==> config.mk <==
export PLATFORM = sky130hd
export DESIGN_NAME = exc_vector_loader_flat
export DESIGN_NICKNAME = d
export VERILOG_FILES = /design/src/rtl/exc_vector_loader_if.sv /design/src/rtl/exc_vector_loader.sv /design/src/flat_wrapper.sv
export SDC_FILE = /design/constraint.sdc
export NUM_CORES = 1
export LEC_CHECK = 0
export CORE_UTILIZATION = 36
export DETAILED_ROUTE_END_ITERATION = 10
export PLACE_DENSITY_LB_ADDON = 0.15
export SLEW_MARGIN = 20
export SYNTH_ARGS = -nofsm -noshare
export SYNTH_HDL_FRONTEND = slang
export SYNTH_SLANG_ARGS = --single-unit
==> constraint.sdc <==
create_clock -name clk -period 5.11 [get_ports clk]
set_input_delay 0.511 -clock clk [delete_from_list [all_inputs] [get_ports clk]]
set_output_delay 0.511 -clock clk [all_outputs]
set_load 0.01 [all_outputs]
==> src/rtl/exc_vector_loader_if.sv <==
// Exception vector loader bus: exception requests, PC/memory inputs,
// and the EPC/PC write and address-select outputs.
interface exc_vector_loader_if;
  logic        exc_opcode;
  logic        exc_overflow;
  logic        exc_div0;
  logic [31:0] pc_in;
  logic [31:0] mem_data;
  logic [2:0]  iord_sel;
  logic        epc_wr;
  logic [31:0] epc_out;
  logic        pc_wr;
  logic [31:0] pc_out;
  logic        busy;
  logic [1:0]  cause;

  // Control-unit side: raises exceptions, supplies PC and memory read data.
  modport master (
    output exc_opcode, exc_overflow, exc_div0, pc_in, mem_data,
    input  iord_sel, epc_wr, epc_out, pc_wr, pc_out, busy, cause
  );

  // Loader side.
  modport slave (
    input  exc_opcode, exc_overflow, exc_div0, pc_in, mem_data,
    output iord_sel, epc_wr, epc_out, pc_wr, pc_out, busy, cause
  );
endinterface

==> src/rtl/exc_vector_loader.sv <==
// Exception vector loader: on an exception, saves PC-4 to EPC, reads the
// handler vector byte from address 253/254/255 (by cause), waits MEM_WAIT
// cycles for memory, then writes the zero-extended byte into the PC.
module exc_vector_loader #(
  parameter int MEM_WAIT = 2  // memory read latency, 1..7
) (
  input  logic             clk,
  input  logic             reset,
  exc_vector_loader_if.slave bus
);

  typedef enum logic [1:0] {IDLE, SAVE, WAIT, LOAD} state_t;

  localparam logic [2:0] WAIT_LD = 3'(MEM_WAIT);

  state_t      state, nxt;
  logic [1:0]  cause_q, cause_d;
  logic [2:0]  cnt_q, cnt_d;
  logic [31:0] vec_q, vec_d;

  // Upper memory bits carry no vector information.
  logic unused_mem;
  assign unused_mem = ^bus.mem_data[31:8];

  // State, cause, wait counter and vector register.
  always_ff @(posedge clk or posedge reset) begin
    if (reset) begin
      state   <= IDLE;
      cause_q <= 2'd0;
      cnt_q   <= 3'd0;
      vec_q   <= 32'd0;
    end else begin
      state   <= nxt;
      cause_q <= cause_d;
      cnt_q   <= cnt_d;
      vec_q   <= vec_d;
    end
  end

  // Next-state logic and Moore output decode.
  always_comb begin
    nxt          = state;
    cause_d      = cause_q;
    cnt_d        = cnt_q;
    vec_d        = vec_q;
    bus.iord_sel = 3'd0;
    bus.epc_wr   = 1'b0;
    bus.epc_out  = 32'd0;
    bus.pc_wr    = 1'b0;
    bus.pc_out   = 32'd0;
    bus.busy     = 1'b0;
    bus.cause    = cause_q;
    unique case (state)
      IDLE: begin
        // Fixed priority; lower-priority simultaneous requests are dropped.
        if (bus.exc_opcode) begin
          cause_d = 2'd1;
          nxt     = SAVE;
        end else if (bus.exc_overflow) begin
          cause_d = 2'd2;
          nxt     = SAVE;
        end else if (bus.exc_div0) begin
          cause_d = 2'd3;
          nxt     = SAVE;
        end
      end
      SAVE: begin
        bus.busy     = 1'b1;
        bus.iord_sel = {1'b0, cause_q};
        bus.epc_wr   = 1'b1;
        bus.epc_out  = bus.pc_in - 32'd4;  // pc_in already points past the fault
        cnt_d        = WAIT_LD;
        nxt          = WAIT;
      end
      WAIT: begin
        bus.busy     = 1'b1;
        bus.iord_sel = {1'b0, cause_q};
        cnt_d        = cnt_q - 3'd1;
        // Memory data is only trusted on the final wait edge.
        if (cnt_q == 3'd1) begin
          vec_d = {24'b0, bus.mem_data[7:0]};
          nxt   = LOAD;
        end
      end
      LOAD: begin
        bus.busy     = 1'b1;
        bus.iord_sel = {1'b0, cause_q};
        bus.pc_wr    = 1'b1;
        bus.pc_out   = vec_q;
        cause_d      = 2'd0;
        nxt          = IDLE;
      end
      default: nxt = IDLE;
    endcase
  end

endmodule

==> src/flat_wrapper.sv <==
// flat-port wrapper written by rule: the top's interface ports become plain ports
module exc_vector_loader_flat 
#(
  parameter int MEM_WAIT = 2                              
)
  (clk, reset, bus_exc_opcode, bus_exc_overflow, bus_exc_div0, bus_pc_in, bus_mem_data, bus_iord_sel, bus_epc_wr, bus_epc_out, bus_pc_wr, bus_pc_out, bus_busy, bus_cause);
  exc_vector_loader_if bus_i ();
  input  logic clk;
  input  logic reset;
  input wire logic [$bits(bus_i.exc_opcode)-1:0] bus_exc_opcode;
  input wire logic [$bits(bus_i.exc_overflow)-1:0] bus_exc_overflow;
  input wire logic [$bits(bus_i.exc_div0)-1:0] bus_exc_div0;
  input wire logic [$bits(bus_i.pc_in)-1:0] bus_pc_in;
  input wire logic [$bits(bus_i.mem_data)-1:0] bus_mem_data;
  output wire logic [$bits(bus_i.iord_sel)-1:0] bus_iord_sel;
  output wire logic [$bits(bus_i.epc_wr)-1:0] bus_epc_wr;
  output wire logic [$bits(bus_i.epc_out)-1:0] bus_epc_out;
  output wire logic [$bits(bus_i.pc_wr)-1:0] bus_pc_wr;
  output wire logic [$bits(bus_i.pc_out)-1:0] bus_pc_out;
  output wire logic [$bits(bus_i.busy)-1:0] bus_busy;
  output wire logic [$bits(bus_i.cause)-1:0] bus_cause;
  assign bus_i.exc_opcode = bus_exc_opcode;
  assign bus_i.exc_overflow = bus_exc_overflow;
  assign bus_i.exc_div0 = bus_exc_div0;
  assign bus_i.pc_in = bus_pc_in;
  assign bus_i.mem_data = bus_mem_data;
  assign bus_iord_sel = bus_i.iord_sel;
  assign bus_epc_wr = bus_i.epc_wr;
  assign bus_epc_out = bus_i.epc_out;
  assign bus_pc_wr = bus_i.pc_wr;
  assign bus_pc_out = bus_i.pc_out;
  assign bus_busy = bus_i.busy;
  assign bus_cause = bus_i.cause;
  exc_vector_loader #(.MEM_WAIT(MEM_WAIT)) u_core (.clk(clk), .reset(reset), .bus(bus_i));
endmodule
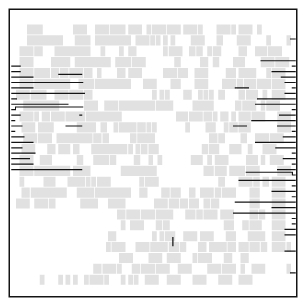
*Metal 3*
(4 px per um)
- share of all routed wire: 7.2%
- longest straight run: 18.2 um
met3 usage: 0.0352
DR vias: 1785
Post-Route WL: 4500 um

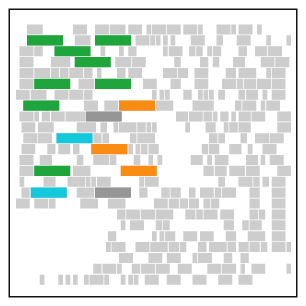
*Where the registers sit*
(4 px per um)
- u_core.vec_q: green (placed flops 8; where upper left)
- u_core.cnt_q: orange (placed flops 3)
- u_core.bus.cause: cyan (placed flops 2)
- not colored: 2
Core Util, Final: 0.584
Seq/total area: 0.143

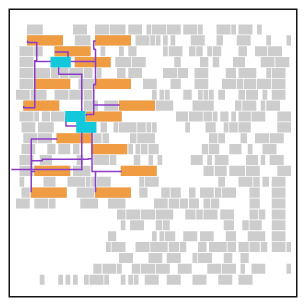
*Clock wires, drivers and flops*
(4 px per um)
- flip-flops: orange (count 15)
- clock drivers: cyan (count 3)
- clock wires: purple (length 191 um)
- routed clock nets: 4
Clk. pwr: 94.8 uW
Clk pwr share: 0.102
Skew-Pair Late Insertion Delay: 0.24 ns
Layout Skew: 0.000456 ns

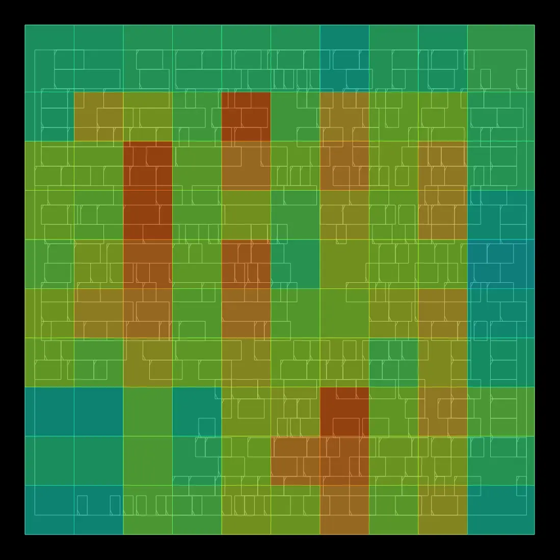
*Congestion heat map*
GRT busiest layer: met2
routing usage on met2: 0.293
Total GRT Usage: 0.168

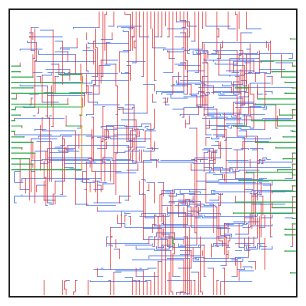
*Routed metal, one color a layer*
(4 px per um)
- metal 1: blue (wire length 2090 um)
- metal 4: orange (wire length 21.1 um)
- metal 2: red (wire length 2070 um)
- metal 3: green (wire length 324 um)
WL/cell: 12.7 um

==> reports/metrics.yaml <==
worst_setup_path:
  crit_fanout: 15
  r2r_slack_ns: 3.06
  crit_path_end: "bus_epc_out[20]"
  crit_slowest_cell: "or4_2"
  crit_buf_inv: 3
  rr_worst_depth: 5
  crit_top_cell: "clkdlybuf4s50_1"
  worstSetupPathDepth: 8
  worstPathArrival_ns: 3.52
place:
  place.gp.congestion: 0.741
  post-place-ws_ns: 1.11
  hpwl_um: 3390
  port_buffers: 91
power:
  seqPwrFrac: 0.223
  powerComb_uw: 629
  switching_share: 0.391
  power_switching_uw: 364
  pg_seq_uw: 208
  p_int_uw: 567
  leakagePower_uw: 0.000970
  power.group.top: "combinational cells"
synth:
  ys_sh_adder: 0.0576
  seq_area_frac_synth: 0.216
  yosys.area.top_type_share: 0.216
  ys.flops: 15
  ys_cells: 215
  synth.distinct_cells: 38
  topCellsByArea: "dfrtp_1 (22%), buf_4 (11%), mux2_2 (5.8%)"
  synth_top_flop_cell: "dfrtp_1"
  largest_area_cell: "dfrtp_1"
min_path:
  whs_path_depth: 1
final_timing:
  hold_violations: 0
  setup_ws_ns: 1.08
  min_period_over_period: 0.789
  max_slew_margin: 0.351
  max_freq_mhz: 248
  rsz0062_at_grt: "false"
  holdWs_ns: 0.503
job:
  warning_count: 55
global_routing:
  overflow: 0
  grt_pass1_wl_um: 7170
  grt_max_degree: 26
  antenna_found_initial: 0
  grt_pass1_vias: 1561
final_layout:
  lay_top_count: "clkdlybuf4s50_1"
  clk_share: 0.0176
  seq_cells: 15
  fillers: 422
  buf_share: 0.349
  top_regs: "u_core.vec_q: 8 flops, u_core.cnt_q: 3 flops"
  fin_cells: 354
  comb_area_frac: 0.451
  final_cell_mix: "clkdlybuf4s50_1 (91), conb_1 (25), a21oi_1 (16)"
  drive_gt1_frac: 0.0861
  n_all_inverters: 11
clocking:
  htreeDepth: 1
  clkSinkCount: 15
  cts_root_buf: "clkbuf_8"
route:
  drc: 0
  avgViaCountPerCell: 5.04
  drt_iter0_drc: 78
  wl_met1_um: 2090
floorplanning:
  die_h_um: 71.5
  die_w_um: 71.5
  core_um2: 4500
  rows: 24
status:
  status: "complete, no violations"
No activity file was given, so power comes from the tool's default toggle rates.
